### src/rtl/cu_branch_seq_if.sv
// cu_branch_seq_if: instruction fields, flags and control word of the branch control unit
interface cu_branch_seq_if #(parameter int CNT_WIDTH = 16);
    logic                 start;
    logic                 hold;
    logic [10:0]          opcode;
    logic [3:0]           cond;
    logic [4:0]           rt_in;
    logic [4:0]           rn_in;
    logic [3:0]           status;
    logic                 status_zero;
    logic [4:0]           SA;
    logic [4:0]           SB;
    logic [4:0]           DA;
    logic                 w_reg;
    logic [4:0]           FS;
    logic                 status_load;
    logic [1:0]           PC_FS;
    logic                 PC_sel;
    logic                 IR_load;
    logic                 busy;
    logic                 taken;
    logic                 illegal;
    logic [CNT_WIDTH-1:0] taken_cnt;
    modport master (
        output start, hold, opcode, cond, rt_in, rn_in, status, status_zero,
        input  SA, SB, DA, w_reg, FS, status_load, PC_FS, PC_sel, IR_load,
               busy, taken, illegal, taken_cnt
    );
    modport slave (
        input  start, hold, opcode, cond, rt_in, rn_in, status, status_zero,
        output SA, SB, DA, w_reg, FS, status_load, PC_FS, PC_sel, IR_load,
               busy, taken, illegal, taken_cnt
    );
endinterface

### src/rtl/cu_branch_seq.sv
// cu_branch_seq: two-state LEGv8 branch control unit (B, BL, BR, B.cond, CBZ, CBNZ)
module cu_branch_seq #(
    parameter logic [4:0] LINK_REG     = 5'd30,
    parameter logic [4:0] ZERO_REG     = 5'd31,
    parameter logic [4:0] FS_PASS_A    = 5'b00100,
    parameter int         CNT_WIDTH    = 16,
    parameter bit         ENABLE_BCOND = 1'b1
) (
    input logic           clock,
    input logic           reset,
    cu_branch_seq_if.slave b
);
    typedef enum logic {S0, S1} state_t;
    typedef enum logic [1:0] {K_CBZ, K_CBNZ, K_BL} kind_t;

    state_t               state;
    kind_t                kind;
    logic [CNT_WIDTH-1:0] cnt;
    logic                 tk;

    wire is_b     = b.opcode[10:5] == 6'b000101;
    wire is_bl    = b.opcode[10:5] == 6'b100101;
    wire is_cbz   = b.opcode[10:3] == 8'b10110100;
    wire is_cbnz  = b.opcode[10:3] == 8'b10110101;
    wire is_bcond = ENABLE_BCOND && b.opcode[10:3] == 8'b01010100;
    wire is_br    = b.opcode == 11'b11010110000;
    wire is_cb    = is_cbz | is_cbnz;

    // ARM condition: even codes select a base test, odd codes invert it, 111x is always true
    wire n = b.status[3], z = b.status[2], c = b.status[1], v = b.status[0];
    wire [7:0] base = {1'b1, ~z & (n == v), n == v, c & ~z, v, n, c, z};
    wire cond_true  = base[b.cond[3:1]] ^ (b.cond[0] & (b.cond[3:1] != 3'b111));

    wire res_take = kind == K_BL || (kind == K_CBZ && b.status_zero) || (kind == K_CBNZ && !b.status_zero);

    always_comb begin
        b.SA = ZERO_REG;
        b.SB = ZERO_REG;
        b.DA = ZERO_REG;
        b.w_reg = 1'b0;
        b.FS = 5'd0;
        b.status_load = 1'b0;
        b.PC_FS = 2'b00;
        b.PC_sel = 1'b0;
        b.IR_load = 1'b0;
        b.busy = 1'b0;
        b.illegal = 1'b0;
        tk = 1'b0;
        if (!reset && !b.hold) begin
            if (state == S1) begin
                b.busy = 1'b1;
                b.IR_load = 1'b1;
                tk = res_take;
                b.PC_FS = res_take ? 2'b11 : 2'b01;
            end else if (b.start) begin
                if (is_b || is_br || is_bcond) begin
                    b.IR_load = 1'b1;
                    tk = is_b || is_br || cond_true;
                    b.PC_FS = is_br ? 2'b10 : (tk ? 2'b11 : 2'b01);
                    b.SA = is_br ? b.rn_in : ZERO_REG;
                end else if (is_cb) begin
                    b.SA = b.rt_in;
                    b.FS = FS_PASS_A;
                    b.status_load = 1'b1;
                end else if (is_bl) begin
                    b.DA = LINK_REG;
                    b.PC_sel = 1'b1;
                    b.w_reg = 1'b1;
                end else begin
                    b.illegal = 1'b1;
                end
            end
        end
    end

    assign b.taken = tk;
    assign b.taken_cnt = cnt;

    always_ff @(posedge clock) begin
        if (reset) begin
            state <= S0;
            kind <= K_CBZ;
            cnt <= '0;
        end else begin
            if (!b.hold) begin
                if (state == S1) begin
                    state <= S0;
                end else if (b.start && (is_cb || is_bl)) begin
                    state <= S1;
                    kind <= is_bl ? K_BL : (is_cbz ? K_CBZ : K_CBNZ);
                end
            end
            if (tk && cnt != '1) cnt <= cnt + CNT_WIDTH'(1);
        end
    end
endmodule

### src/flat_wrapper.sv
// flat-port wrapper written by rule: the top's interface ports become plain ports
module cu_branch_seq_flat 
#(
    parameter logic [4:0] LINK_REG     = 5'd30,
    parameter logic [4:0] ZERO_REG     = 5'd31,
    parameter logic [4:0] FS_PASS_A    = 5'b00100,
    parameter int         CNT_WIDTH    = 16,
    parameter bit         ENABLE_BCOND = 1'b1
)
  (clock, reset, b_start, b_hold, b_opcode, b_cond, b_rt_in, b_rn_in, b_status, b_status_zero, b_SA, b_SB, b_DA, b_w_reg, b_FS, b_status_load, b_PC_FS, b_PC_sel, b_IR_load, b_busy, b_taken, b_illegal, b_taken_cnt);
  cu_branch_seq_if #(.CNT_WIDTH(CNT_WIDTH)) b_i ();
  input logic clock;
  input logic reset;
  input wire logic [$bits(b_i.start)-1:0] b_start;
  input wire logic [$bits(b_i.hold)-1:0] b_hold;
  input wire logic [$bits(b_i.opcode)-1:0] b_opcode;
  input wire logic [$bits(b_i.cond)-1:0] b_cond;
  input wire logic [$bits(b_i.rt_in)-1:0] b_rt_in;
  input wire logic [$bits(b_i.rn_in)-1:0] b_rn_in;
  input wire logic [$bits(b_i.status)-1:0] b_status;
  input wire logic [$bits(b_i.status_zero)-1:0] b_status_zero;
  output wire logic [$bits(b_i.SA)-1:0] b_SA;
  output wire logic [$bits(b_i.SB)-1:0] b_SB;
  output wire logic [$bits(b_i.DA)-1:0] b_DA;
  output wire logic [$bits(b_i.w_reg)-1:0] b_w_reg;
  output wire logic [$bits(b_i.FS)-1:0] b_FS;
  output wire logic [$bits(b_i.status_load)-1:0] b_status_load;
  output wire logic [$bits(b_i.PC_FS)-1:0] b_PC_FS;
  output wire logic [$bits(b_i.PC_sel)-1:0] b_PC_sel;
  output wire logic [$bits(b_i.IR_load)-1:0] b_IR_load;
  output wire logic [$bits(b_i.busy)-1:0] b_busy;
  output wire logic [$bits(b_i.taken)-1:0] b_taken;
  output wire logic [$bits(b_i.illegal)-1:0] b_illegal;
  output wire logic [$bits(b_i.taken_cnt)-1:0] b_taken_cnt;
  assign b_i.start = b_start;
  assign b_i.hold = b_hold;
  assign b_i.opcode = b_opcode;
  assign b_i.cond = b_cond;
  assign b_i.rt_in = b_rt_in;
  assign b_i.rn_in = b_rn_in;
  assign b_i.status = b_status;
  assign b_i.status_zero = b_status_zero;
  assign b_SA = b_i.SA;
  assign b_SB = b_i.SB;
  assign b_DA = b_i.DA;
  assign b_w_reg = b_i.w_reg;
  assign b_FS = b_i.FS;
  assign b_status_load = b_i.status_load;
  assign b_PC_FS = b_i.PC_FS;
  assign b_PC_sel = b_i.PC_sel;
  assign b_IR_load = b_i.IR_load;
  assign b_busy = b_i.busy;
  assign b_taken = b_i.taken;
  assign b_illegal = b_i.illegal;
  assign b_taken_cnt = b_i.taken_cnt;
  cu_branch_seq #(.LINK_REG(LINK_REG), .ZERO_REG(ZERO_REG), .FS_PASS_A(FS_PASS_A), .CNT_WIDTH(CNT_WIDTH), .ENABLE_BCOND(ENABLE_BCOND)) u_core (.clock(clock), .reset(reset), .b(b_i));
endmodule
### config.mk
export PLATFORM = sky130hd
export DESIGN_NAME = cu_branch_seq_flat
export DESIGN_NICKNAME = d
export VERILOG_FILES = /design/src/rtl/cu_branch_seq_if.sv /design/src/rtl/cu_branch_seq.sv /design/src/flat_wrapper.sv
export SDC_FILE = /design/constraint.sdc
export NUM_CORES = 1
export LEC_CHECK = 0
export CAP_MARGIN = 20
export CORE_MARGIN = 5
export CORE_UTILIZATION = 43
export CTS_CLUSTER_DIAMETER = 150
export DETAILED_ROUTE_END_ITERATION = 6
export PLACE_DENSITY = 0.86
export SLEW_MARGIN = 5
export SYNTH_ARGS = -nofsm -noshare
export SYNTH_HDL_FRONTEND = slang
export SYNTH_SLANG_ARGS = --single-unit
### constraint.sdc
create_clock -name clock -period 5.1 [get_ports clock]
set_clock_uncertainty 0.1 [all_clocks]
set_input_delay 1.02 -clock clock [delete_from_list [all_inputs] [get_ports clock]]
set_output_delay 1.02 -clock clock [all_outputs]
set_load 0.02 [all_outputs]
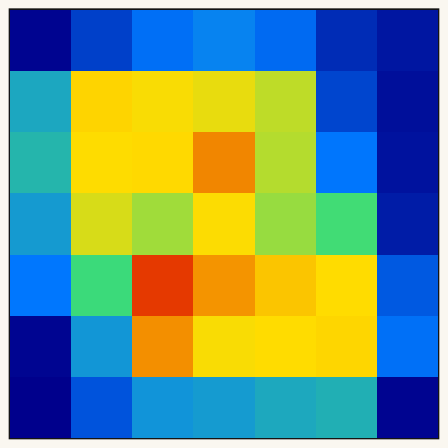
**Above:** local utilization.
7 x 7 tiles, from dark blue (low) to red (high), 0 to 100% covered.
mean over tiles: 43%
densest ninth of the die: centre
nearly empty tiles: 8.2%

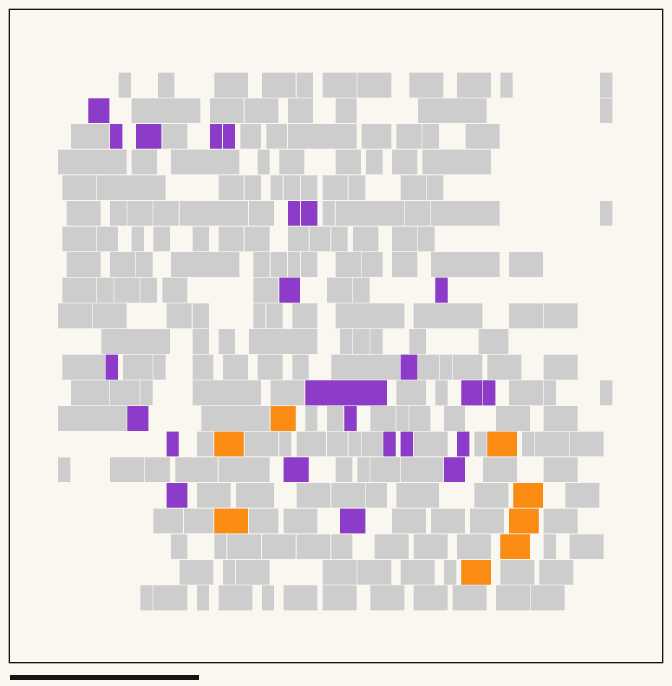
**Above:** selected gate families.
Bar = 20 µm.
[AND-OR and OR-AND gates] orange | cells: 8 | most used: o22a_1
[NOR gates] purple | cells: 24 | most used: nor2_1

==> metrics.sh <==
RUN_STATUS='finished clean'
COUNT_OF_INPUT_AND_OUTPUT_BUFFERS=65
YS.WARNINGS.COUNT=0
CP_DATA_ARRIVAL_TIME_PS=3270
POST-CTS-SETUP-BUFFER-COUNT=0
TIMING.CRITICAL_PATH.TO_TYPE='output port'
ENABLE_FLOP_CELLS=0
DIE_AREA_UM2=4784
SYNTH.TOP_CELLS.BY_COUNT='sky130_fd_sc_hd__dfxtp_1 (19), sky130_fd_sc_hd__a21oi_1 (17), sky130_fd_sc_hd__buf_4 (16)'
SYNTH.AREA.TOP_CELLS='sky130_fd_sc_hd__dfxtp_1 (25%), sky130_fd_sc_hd__buf_4 (8.0%), sky130_fd_sc_hd__o31ai_1 (6.0%)'
INSERTION_DELAY_PS=300
POSTPLACECELLAREA_UM2=2101
TIMING.FINAL.HOLD_VIOLATIONS=0
ANTENNA-DIODE-COUNT=0
GRT_PASS1_VIAS=1460
LAYOUT.NONCLK_BUF_FRAC=0.3165
LARGEST_AREA_CELL='sky130_fd_sc_hd__dfxtp_1'
WORST_SLEW_MARGIN_REL=0.6228
INITCOREUTIL=0.4475
POWER_LEAKAGE_nW=0.7134
YS_FF=19
CP-START-KIND='input pin'
NUM-NONCLK-INVERTERS=5
POST_CTS_HOLD_BUFFER_COUNT=0
TAP_CELLS=46
POST_DRT_VIA_CELL_RATIO=5.561
N_MULTI_INPUT_COMBINATIONAL_CELL=152
CTS.REPAIR.RESIZED=0
SLEW_VIOLATIONS=0
LAYOUT.CLOCK_BUFFERS=4
TOTALNEGATIVESETUPSLACK_PS=0
SYNTH_TOP_FLOP_CELL='sky130_fd_sc_hd__dfxtp_1'
FINAL-SETUP-VIOL-COUNT=0
ASYNCSETRESETFLOPFRACSYNTH=0
ROW_COUNT=21
TIMING.FINAL.CRIT_SHARE=0.8614
AREA_GROWTH_PCT=41.31
VIOLATION_COUNT_AFTER_THE_FIRST_DETAILED_ROUTING_ITERATION=96
YOSYSCHIPAREA_UM2=1505
BUFFERS=68
LAYOUT.AREA.COMB_UM2=970.9
CTSROOTBUFFERMASTER='sky130_fd_sc_hd__clkbuf_4'
FINALNONFILLERCELLS=294
DRT_FIRST_PASS_ITERS=4
CTS_TREE='done'
NETLIST_INSTANCES=189
YS_TYPES=46
YOSYS.AREA_SHARE.AOI=0.2361
CTS_INSERTED_BUFFERS=3
CLOCK_AREA_FRAC=0.01235
SYNTH.YOSYS.SEQ_AREA_SHARE=0.2527
LAYOUT_TOP_CELL_EXCL_FILL_TAP='sky130_fd_sc_hd__clkdlybuf4s50_1'
GPL.FINAL_WEIGHTED_CONGESTION=0.8608
CRIT_REQUIRED_PS=3980
SYNTH-ADDER-AREA-SHARE=0.008313
RSZ0062_AT_GRT='no'
REMAINING_DRC_ERRORS=0
LAYOUT.CORE_UTILIZATION=0.6324
CLOCK.FMAX_GHz=0.2276
GRT_PASS1_WL_MM=6.948
POST-ROUTE-CELL-AREA_UM2=2127
GLOBALROUTETOTALUTIL=0.1705
CRITICAL_PATH_MAXIMUM_FANOUT=5
CLOCK-SINKS=19
PIN_COUNT=79
PLACE_INST=290
POWER_DENSITY_nW_PER_UM2=140.6
LAYOUT-DRIVE-GT1-SHARE=0.07258
BIGGESTCELLCATEGORY='logic gates'
SYNTH.CELLMIX.XORXNORSHARE=0.01746
CLOCK_TREE.HTREE_LEVEL_COUNT=1
WORST-SLEW-PIN-TRANSITION_PS=564.3
DESIGN.CORE.AREA_UM2=3363
MOST-COMMON-LAYOUT-CELLS='sky130_fd_sc_hd__clkdlybuf4s50_1 (65), sky130_fd_sc_hd__dfxtp_1 (19), sky130_fd_sc_hd__a21oi_1 (17), sky130_fd_sc_hd__nand2_1 (15), sky130_fd_sc_hd__nand3_1 (14)'
DETAIL_ROUTE.WL_PER_CELL_UM=14.53
SEQAREAFRACTION=0.1788
FF_COUNT=19
IRDROPWORSTVDD_mV=0.1948
HPWL_MM=3.359
GLOBALROUTEOVERFLOWTOTAL=0
POST_SYNTH_MUX_AREA_SHARE=0.03242
[registers in the layout, indices dropped and copies added (netlist names)]
name,cells
u_core.b.taken_cnt,16
u_core.kind,2
u_core.state,1
[final timing paths]
check | start | to | slack, ps | cells past startpoint
worst max-delay path | b_hold | b_PC_sel | 710 | 7
worst min-delay path | u_core.kind[1]$_SDFFE_PP0P_ | u_core.kind[1]$_SDFFE_PP0P_ | 390 | 2
worst max register to register | u_core.b.taken_cnt[0]$_SDFFE_PP0P_ | u_core.b.taken_cnt[1]$_SDFFE_PP0P_ | 2640 | 7
worst min register to register | u_core.kind[1]$_SDFFE_PP0P_ | u_core.kind[1]$_SDFFE_PP0P_ | 390 | 2
[layer usage]
metal / GRT usage / share of wire / up-vias
met3: 0.04215 / 0.058 / 6
met5: 0 / 0 / -
met1: 0.2067 / 0.41 / 768
met4: 0.02820 / 0.0084 / 0
li1: - / - / 799
met2: 0.3061 / 0.52 / 62
[critical path, stage by stage]
cell	delay (ps)
sky130_fd_sc_hd__clkdlybuf4s50_1	470
sky130_fd_sc_hd__or3b_2	500
sky130_fd_sc_hd__nor2_1	100
sky130_fd_sc_hd__o211ai_1	130
sky130_fd_sc_hd__or3_1	360
sky130_fd_sc_hd__inv_1	90
sky130_fd_sc_hd__clkdlybuf4s50_1	610
[per-stage QoR]
step / total power [mW] / setup slack [ps]
6_report: 0.2991 / 706.9
5_1_grt: 0.3135 / 511.2
4_1_cts: 0.3014 / 701.1
3_5_place_dp: 0.2256 / 699.5
3_3_place_gp: 0.2246 / 743.0
2_1_floorplan: 0.2018 / 1454
[power by group]
part / internal (mW) / leakage, nW / switching (mW)
clock network: 0.0305 / 0.0150 / 0.0456
registers: 0.148 / 0.153 / 0.000145
logic: 0.0362 / 0.546 / 0.0382
total: 0.215 / 0.713 / 0.0840
Power figures rest on the tool's default switching activity, not on a simulated workload.
